`src/rtl/i2c_bus_arbiter_if.sv`:
```
// Requester and slave-bus signal bundle for the I2C transaction arbiter.
// The arbiter takes the master view; the requester/slave side takes the slave view.
interface i2c_bus_arbiter_if #(
    parameter int NUM_REQ = 4
);
    logic [NUM_REQ-1:0]   req;
    logic [7*NUM_REQ-1:0] req_addr;
    logic [NUM_REQ-1:0]   req_rw;
    logic [8*NUM_REQ-1:0] req_wdata;
    logic [NUM_REQ-1:0]   grant;
    logic [NUM_REQ-1:0]   done;
    logic                 err;
    logic [7:0]           rdata;
    logic                 busy;
    logic [7:0]           bus_byte;
    logic                 bus_ack_n;
    logic [7:0]           bus_rdata;

    modport master (
        input  req, req_addr, req_rw, req_wdata, bus_ack_n, bus_rdata,
        output grant, done, err, rdata, busy, bus_byte
    );

    modport slave (
        output req, req_addr, req_rw, req_wdata, bus_ack_n, bus_rdata,
        input  grant, done, err, rdata, busy, bus_byte
    );
endinterface

```
`src/rtl/i2c_bus_arbiter.sv`:
```
// Round-robin arbiter and address/ACK/data sequencer for the byte-parallel I2C slave bus.
// 8 cycles request-to-idle with ACK on first sample; requests are held off (no grant) while busy.
module i2c_bus_arbiter #(
    parameter int         NUM_REQ     = 4,
    parameter int         ACK_TIMEOUT = 4,
    parameter logic [7:0] IDLE_BYTE   = 8'hFF
) (
    input  logic               m_SCL,
    input  logic               m_RSTn,
    i2c_bus_arbiter_if.master  bus
);
    localparam int PTR_W = $clog2(NUM_REQ);

    localparam logic [2:0] S_IDLE = 3'd0;
    localparam logic [2:0] S_ADDR = 3'd1;
    localparam logic [2:0] S_ACKW = 3'd2;
    localparam logic [2:0] S_DATA = 3'd3;
    localparam logic [2:0] S_DONE = 3'd4;

    logic [2:0]         state_q, state_d;
    logic [PTR_W-1:0]   ptr_q, ptr_d;
    logic [PTR_W-1:0]   win_q, win_d;
    logic [NUM_REQ-1:0] grant_q, grant_d;
    logic [3:0]         cnt_q, cnt_d;
    logic [6:0]         addr_q, addr_d;
    logic               rw_q, rw_d;
    logic [7:0]         wdata_q, wdata_d;
    logic               err_q, err_d;
    logic [7:0]         rdata_q, rdata_d;

    logic               found;
    logic [PTR_W-1:0]   pick_idx;
    logic [PTR_W-1:0]   cand;

    // First active requester at or after the round-robin pointer, with wrap.
    always_comb begin
        found    = 1'b0;
        pick_idx = '0;
        cand     = '0;
        for (int i = 0; i < NUM_REQ; i++) begin
            cand = PTR_W'((int'(ptr_q) + i) % NUM_REQ);
            if (!found && bus.req[cand]) begin
                found    = 1'b1;
                pick_idx = cand;
            end
        end
    end

    always_comb begin
        state_d = state_q;
        ptr_d   = ptr_q;
        win_d   = win_q;
        grant_d = grant_q;
        cnt_d   = cnt_q;
        addr_d  = addr_q;
        rw_d    = rw_q;
        wdata_d = wdata_q;
        err_d   = err_q;
        rdata_d = rdata_q;

        case (state_q)
            S_IDLE: begin
                if (found) begin
                    win_d   = pick_idx;
                    addr_d  = bus.req_addr[7*pick_idx +: 7];
                    rw_d    = bus.req_rw[pick_idx];
                    wdata_d = bus.req_wdata[8*pick_idx +: 8];
                    grant_d = {{(NUM_REQ-1){1'b0}}, 1'b1} << pick_idx;
                    cnt_d   = '0;
                    state_d = S_ADDR;
                end
            end
            S_ADDR: begin
                if (cnt_q == 4'd2) begin
                    cnt_d   = '0;
                    state_d = S_ACKW;
                end else begin
                    cnt_d = cnt_q + 4'd1;
                end
            end
            S_ACKW: begin
                if (!bus.bus_ack_n) begin
                    cnt_d   = '0;
                    state_d = S_DATA;
                end else if (cnt_q == 4'(ACK_TIMEOUT - 1)) begin
                    cnt_d   = '0;
                    err_d   = 1'b1;
                    state_d = S_DONE;
                end else begin
                    cnt_d = cnt_q + 4'd1;
                end
            end
            S_DATA: begin
                if (cnt_q == 4'd2) begin
                    if (!rw_q) begin
                        rdata_d = bus.bus_rdata;
                    end
                    cnt_d   = '0;
                    state_d = S_DONE;
                end else begin
                    cnt_d = cnt_q + 4'd1;
                end
            end
            S_DONE: begin
                grant_d = '0;
                err_d   = 1'b0;
                ptr_d   = (win_q == PTR_W'(NUM_REQ - 1)) ? '0 : win_q + PTR_W'(1);
                state_d = S_IDLE;
            end
            default: begin
                grant_d = '0;
                err_d   = 1'b0;
                cnt_d   = '0;
                state_d = S_IDLE;
            end
        endcase
    end

    always_ff @(posedge m_SCL) begin
        if (!m_RSTn) begin
            state_q <= S_IDLE;
            ptr_q   <= '0;
            win_q   <= '0;
            grant_q <= '0;
            cnt_q   <= '0;
            addr_q  <= '0;
            rw_q    <= 1'b0;
            wdata_q <= '0;
            err_q   <= 1'b0;
            rdata_q <= 8'h00;
        end else begin
            state_q <= state_d;
            ptr_q   <= ptr_d;
            win_q   <= win_d;
            grant_q <= grant_d;
            cnt_q   <= cnt_d;
            addr_q  <= addr_d;
            rw_q    <= rw_d;
            wdata_q <= wdata_d;
            err_q   <= err_d;
            rdata_q <= rdata_d;
        end
    end

    logic [7:0] bus_byte_c;

    always_comb begin
        bus_byte_c = IDLE_BYTE;
        case (state_q)
            S_ADDR, S_ACKW: bus_byte_c = {addr_q, rw_q};
            S_DATA:         bus_byte_c = rw_q ? wdata_q : IDLE_BYTE;
            default:        bus_byte_c = IDLE_BYTE;
        endcase
    end

    assign bus.grant    = grant_q;
    assign bus.done     = (state_q == S_DONE) ? grant_q : '0;
    assign bus.err      = (state_q == S_DONE) && err_q;
    assign bus.rdata    = rdata_q;
    assign bus.busy     = (state_q != S_IDLE);
    assign bus.bus_byte = bus_byte_c;
endmodule
```
`src/flat_wrapper.sv`:
```
// flat-port wrapper written by rule: the top's interface ports become plain ports
module i2c_bus_arbiter_flat 
#(
    parameter int         NUM_REQ     = 4,
    parameter int         ACK_TIMEOUT = 4,
    parameter logic [7:0] IDLE_BYTE   = 8'hFF
)
  (m_SCL, m_RSTn, bus_req, bus_req_addr, bus_req_rw, bus_req_wdata, bus_bus_ack_n, bus_bus_rdata, bus_grant, bus_done, bus_err, bus_rdata, bus_busy, bus_bus_byte);
  i2c_bus_arbiter_if #(.NUM_REQ(NUM_REQ)) bus_i ();
  input  logic m_SCL;
  input  logic m_RSTn;
  input wire logic [$bits(bus_i.req)-1:0] bus_req;
  input wire logic [$bits(bus_i.req_addr)-1:0] bus_req_addr;
  input wire logic [$bits(bus_i.req_rw)-1:0] bus_req_rw;
  input wire logic [$bits(bus_i.req_wdata)-1:0] bus_req_wdata;
  input wire logic [$bits(bus_i.bus_ack_n)-1:0] bus_bus_ack_n;
  input wire logic [$bits(bus_i.bus_rdata)-1:0] bus_bus_rdata;
  output wire logic [$bits(bus_i.grant)-1:0] bus_grant;
  output wire logic [$bits(bus_i.done)-1:0] bus_done;
  output wire logic [$bits(bus_i.err)-1:0] bus_err;
  output wire logic [$bits(bus_i.rdata)-1:0] bus_rdata;
  output wire logic [$bits(bus_i.busy)-1:0] bus_busy;
  output wire logic [$bits(bus_i.bus_byte)-1:0] bus_bus_byte;
  assign bus_i.req = bus_req;
  assign bus_i.req_addr = bus_req_addr;
  assign bus_i.req_rw = bus_req_rw;
  assign bus_i.req_wdata = bus_req_wdata;
  assign bus_i.bus_ack_n = bus_bus_ack_n;
  assign bus_i.bus_rdata = bus_bus_rdata;
  assign bus_grant = bus_i.grant;
  assign bus_done = bus_i.done;
  assign bus_err = bus_i.err;
  assign bus_rdata = bus_i.rdata;
  assign bus_busy = bus_i.busy;
  assign bus_bus_byte = bus_i.bus_byte;
  i2c_bus_arbiter #(.NUM_REQ(NUM_REQ), .ACK_TIMEOUT(ACK_TIMEOUT), .IDLE_BYTE(IDLE_BYTE)) u_core (.m_SCL(m_SCL), .m_RSTn(m_RSTn), .bus(bus_i));
endmodule
```
`config.mk`:
```
export PLATFORM = sky130hd
export DESIGN_NAME = i2c_bus_arbiter_flat
export DESIGN_NICKNAME = d
export VERILOG_FILES = /design/src/rtl/i2c_bus_arbiter_if.sv /design/src/rtl/i2c_bus_arbiter.sv /design/src/flat_wrapper.sv
export SDC_FILE = /design/constraint.sdc
export NUM_CORES = 1
export LEC_CHECK = 0
export CAP_MARGIN = 20
export CORE_MARGIN = 4
export CORE_UTILIZATION = 47
export DETAILED_ROUTE_END_ITERATION = 16
export PLACE_DENSITY = 0.87
export SYNTH_ARGS = -nofsm -noshare
export SYNTH_HDL_FRONTEND = slang
export SYNTH_SLANG_ARGS = --single-unit
```
`constraint.sdc`:
```
create_clock -name m_SCL -period 3.65 [get_ports m_SCL]
set_clock_uncertainty 0.1 [all_clocks]
set_input_delay 0.365 -clock m_SCL [delete_from_list [all_inputs] [get_ports m_SCL]]
set_output_delay 0.365 -clock m_SCL [all_outputs]
set_load 0.02 [all_outputs]
```
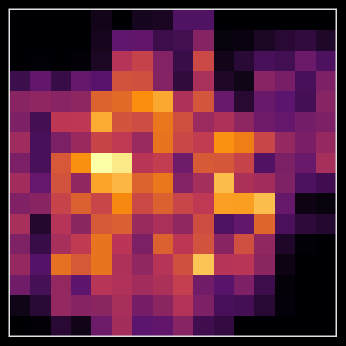
(run_1/wire_density.png)
Drawn at 4 px/um. The die is cut into 16 by 16 equal tiles; black is low, pale yellow is high, scaled to the fullest tile. Values are wire area over tile area, all layers added.
The emptiest ninth of the die: lower right. The mean over all tiles is 0.18. 24% of the tiles are over half the peak. The fullest tile reaches 0.54. The densest ninth of the die: center. 14% of the tiles are nearly empty.
global-route total usage across every layer: 0.2229
routed via count: 2725
detailed-route wire length per cell: 15.96 um
wire length after detailed routing: 7.263 mm

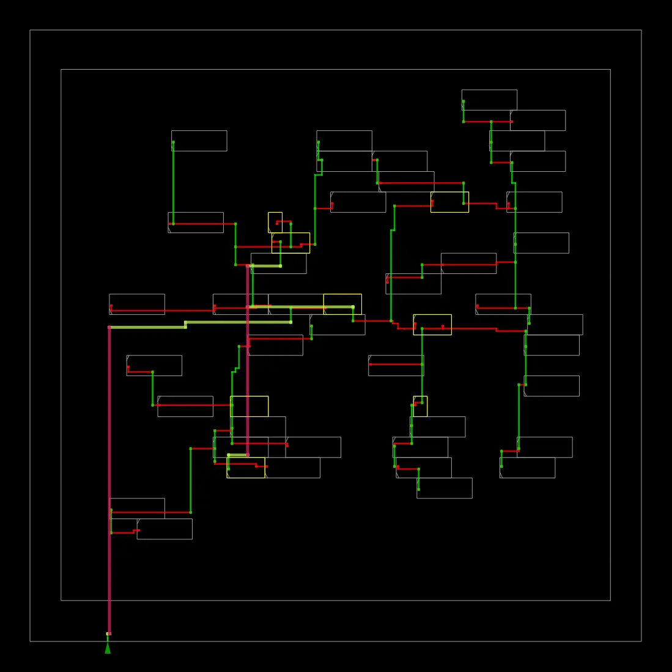
(run_1/final_clocks.png)
CTS Sinks: 40
clk_buf instances: 6
Clock net power: 304 uW
Insertion Delay late pin: 0.29 ns

==> flow.log, run 1 <==
[flow] final metrics
[metrics] Vias per Instance: 5.989
[metrics] first-pass iteration count of the detailed router: 6
[metrics] sequential share of power: 0.377
[metrics] final-report hold violation count: 0
[metrics] cts repair resizes: 0
[metrics] PD cells: 461.0 nW/um2
[metrics] highest signal layer in the routed design: met4
[metrics] critical path fanouts, max: 26
[metrics] leakage power of the design: 1.333 nW
[metrics] final antenna-violating net count: 0
[metrics] comb pwr: 726 uW
[metrics] count of cell types in the netlist: 49
[metrics] number of clock buffers inserted by TritonCTS: 5
[metrics] crit path to: bus_bus_byte[6]
[metrics] peak supply drop: 252.2 uV
[metrics] clock network share of area: 0.02583
[metrics] number of placement rows: 26
[metrics] final period utilization: 0.7577
[metrics] clock root buffer master: clkbuf_8
[metrics] Simple-Gate Area Share: 0.1803
[metrics] Met2 Routed Length: 3.570 mm
[metrics] sequential group power: 622 uW
[metrics] worst reg2reg path depth: 4
[metrics] portion of synthesized cell area occupied by the leading cell type: 0.3162
[metrics] cell depth of the worst min-delay path: 2
[metrics] Comb gates: 226
[metrics] CP Buf/Inv Count: 1
[metrics] Yosys warning count: 0
[metrics] status: finished, final reports clean
[metrics] number of DRC markers after the initial detailed-route iteration: 160
[metrics] number of antenna repair diodes: 0
[metrics] filler cell count in the final layout: 415
[metrics] mean area per synthesized cell: 8.358 um2
[metrics] dominant kind of cell: combinational gates
[metrics] power group with the largest share: combinational logic
[metrics] final worst hold slack: 0.3789 ns
[metrics] clock-pin slew reported for the worst setup and hold paths after clock tree synthesis: 0.08 ns
[metrics] count of H-tree levels built during CTS: 2
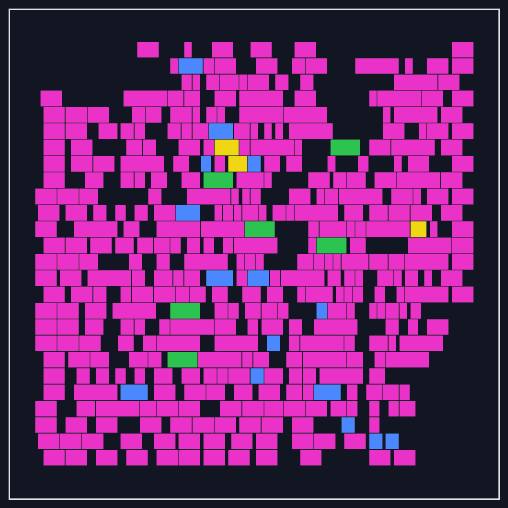
(run_1/drive_strength.png)
Drawn at 6 px/um.
Key: drive 1 or less = magenta [cells 361]; drive 6 and up = green [cells 6]; drive 2 = blue [cells 15]; drive 3 to 4 = yellow [cells 3]
synthesis-to-finish area growth: 41.55%
layout buffer count excluding clock buffers: 105
final non-filler cell area: 3585 um2
post-route setup slack: 0.8845 ns

## Run 2: what changed since run 1
--- a/config.mk
+++ b/config.mk
@@ -7,9 +7,9 @@
 export LEC_CHECK = 0
 export CAP_MARGIN = 20
 export CORE_MARGIN = 4
-export CORE_UTILIZATION = 47
+export CORE_UTILIZATION = 39
 export DETAILED_ROUTE_END_ITERATION = 16
-export PLACE_DENSITY = 0.87
+export PLACE_DENSITY = 0.77
 export SYNTH_ARGS = -nofsm -noshare
 export SYNTH_HDL_FRONTEND = slang
 export SYNTH_SLANG_ARGS = --single-unit
==> constraint.sdc (replaced) <==
create_clock -name m_SCL -period 2.4 [get_ports m_SCL]
set_clock_uncertainty 0.1 [all_clocks]
set_input_delay 0.24 -clock m_SCL [delete_from_list [all_inputs] [get_ports m_SCL]]
set_output_delay 0.24 -clock m_SCL [all_outputs]
set_load 0.02 [all_outputs]
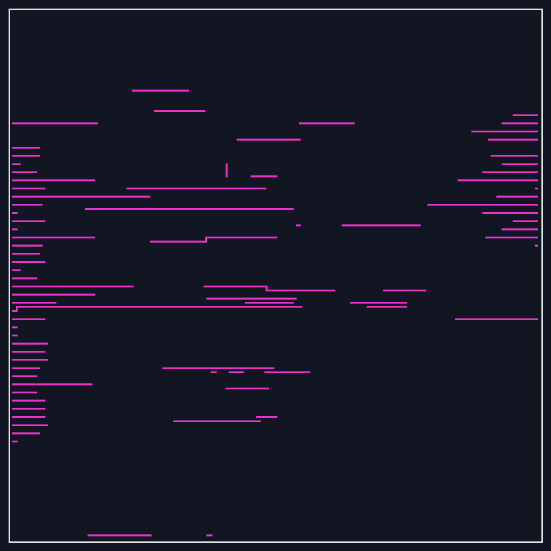
(run_2/met3.png)
Drawn at 6 px/um.
The wires run mostly horizontal. 75 nets have wire on it.
routed via count: 2677
wire length after detailed routing: 7.489 mm
GR met3 Demand/Resource: 0.05307

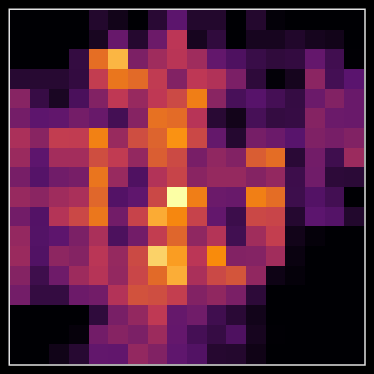
(run_2/wire_density.png)
Drawn at 4 px/um. The die is cut into 18 by 18 equal tiles; black is low, pale yellow is high, scaled to the fullest tile. Values are wire area over tile area, all layers added.
The mean over all tiles is 0.16. The densest ninth of the die: center. 19% of the tiles are nearly empty. 18% of the tiles are over half the peak. The fullest tile reaches 0.56.

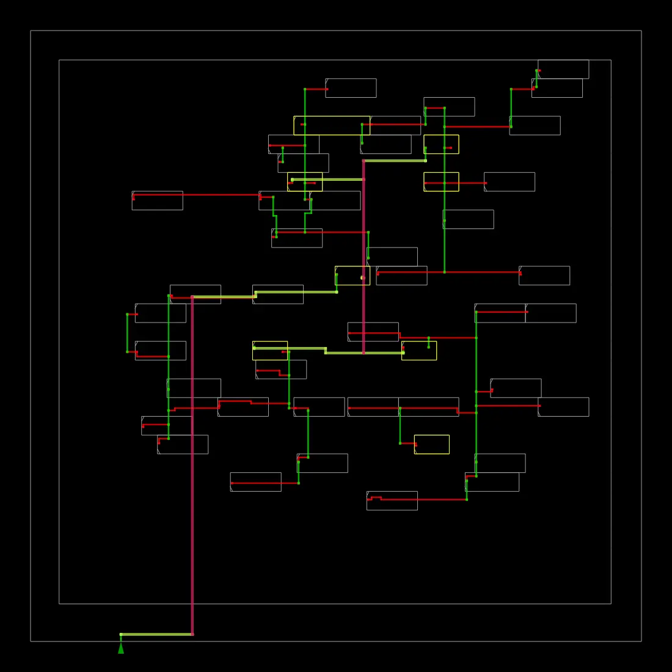
(run_2/final_clocks.png)
clk_buf instances: 7
flop count: 40

==> run 2 against run 1 <==
Final cell count grew 3.3%. Cell area grew 3.5%. Sequential power grew 52%. Critical path depth shrank 1. Synthesized area is the same. Global-route usage shrank 2.9 points. Critical path type unchanged. Highest routed layer unchanged.
==> flow.log, run 2 <==
[flow] final metrics
[metrics] synthesis-to-finish area growth: 46.44%
[metrics] crit path to: bus_bus_byte[2]
[metrics] CP Buf/Inv Count: 1 (unchanged)
[metrics] first-pass iteration count of the detailed router: 4 (-2)
[metrics] CTS Sinks: 40 (unchanged)
[metrics] peak supply drop: 445.0 uV (+76%)
[metrics] end-of-flow core utilization: 0.5874
[metrics] clock-pin slew reported for the worst setup and hold paths after clock tree synthesis: 0.08 ns (about the same)
[metrics] Vias per Instance: 5.696 (-4.9%)
[metrics] count of cell types in the netlist: 49 (unchanged)
[metrics] GRT overflow: 0
[metrics] Yosys warning count: 0 (unchanged)
[metrics] post-route setup slack: 0.1345 ns (-0.7500 ns)
[metrics] final period utilization: 0.9440
[metrics] status: finished, final reports clean
[metrics] filler cell count in the final layout: 573 (+38%)
[metrics] mean area per synthesized cell: 8.358 um2 (unchanged)
[metrics] cts repair resizes: 3 (+3)
[metrics] clock network share of area: 0.03408 (+0.008247)
[metrics] sequential share of power: 0.351 (-0.026)
[metrics] Clock net power: 612 uW (+100%)
[metrics] Insertion Delay late pin: 0.29 ns (about the same)
[metrics] number of clock buffers inserted by TritonCTS: 5 (unchanged)
[metrics] post-synthesis cell type with the largest instance count: dfxtp_1
[metrics] Comb gates: 226 (unchanged)
[metrics] portion of synthesized cell area occupied by the leading cell type: 0.3162 (unchanged)
[metrics] count of H-tree levels built during CTS: 2 (unchanged)
[metrics] number of antenna repair diodes: 0 (unchanged)
[metrics] highest signal layer in the routed design: met4
[metrics] Met2 Routed Length: 3.724 mm (+4.3%)
[metrics] clock root buffer master: clkbuf_8
[metrics] Simple-Gate Area Share: 0.1803 (unchanged)
[metrics] final worst hold slack: 0.3802 ns (+0.001328 ns)
[metrics] comb pwr: 1.14 mW (+57%)
[metrics] number of DRC markers after the initial detailed-route iteration: 71 (-56%)
[metrics] final antenna-violating net count: 0 (unchanged)
[metrics] sequential group power: 945 uW (+52%)
[metrics] number of placement rows: 29 (+12%)
[metrics] PD cells: 726.3 nW/um2 (+58%)
No activity file was given, so power comes from the tool's default toggle rates.
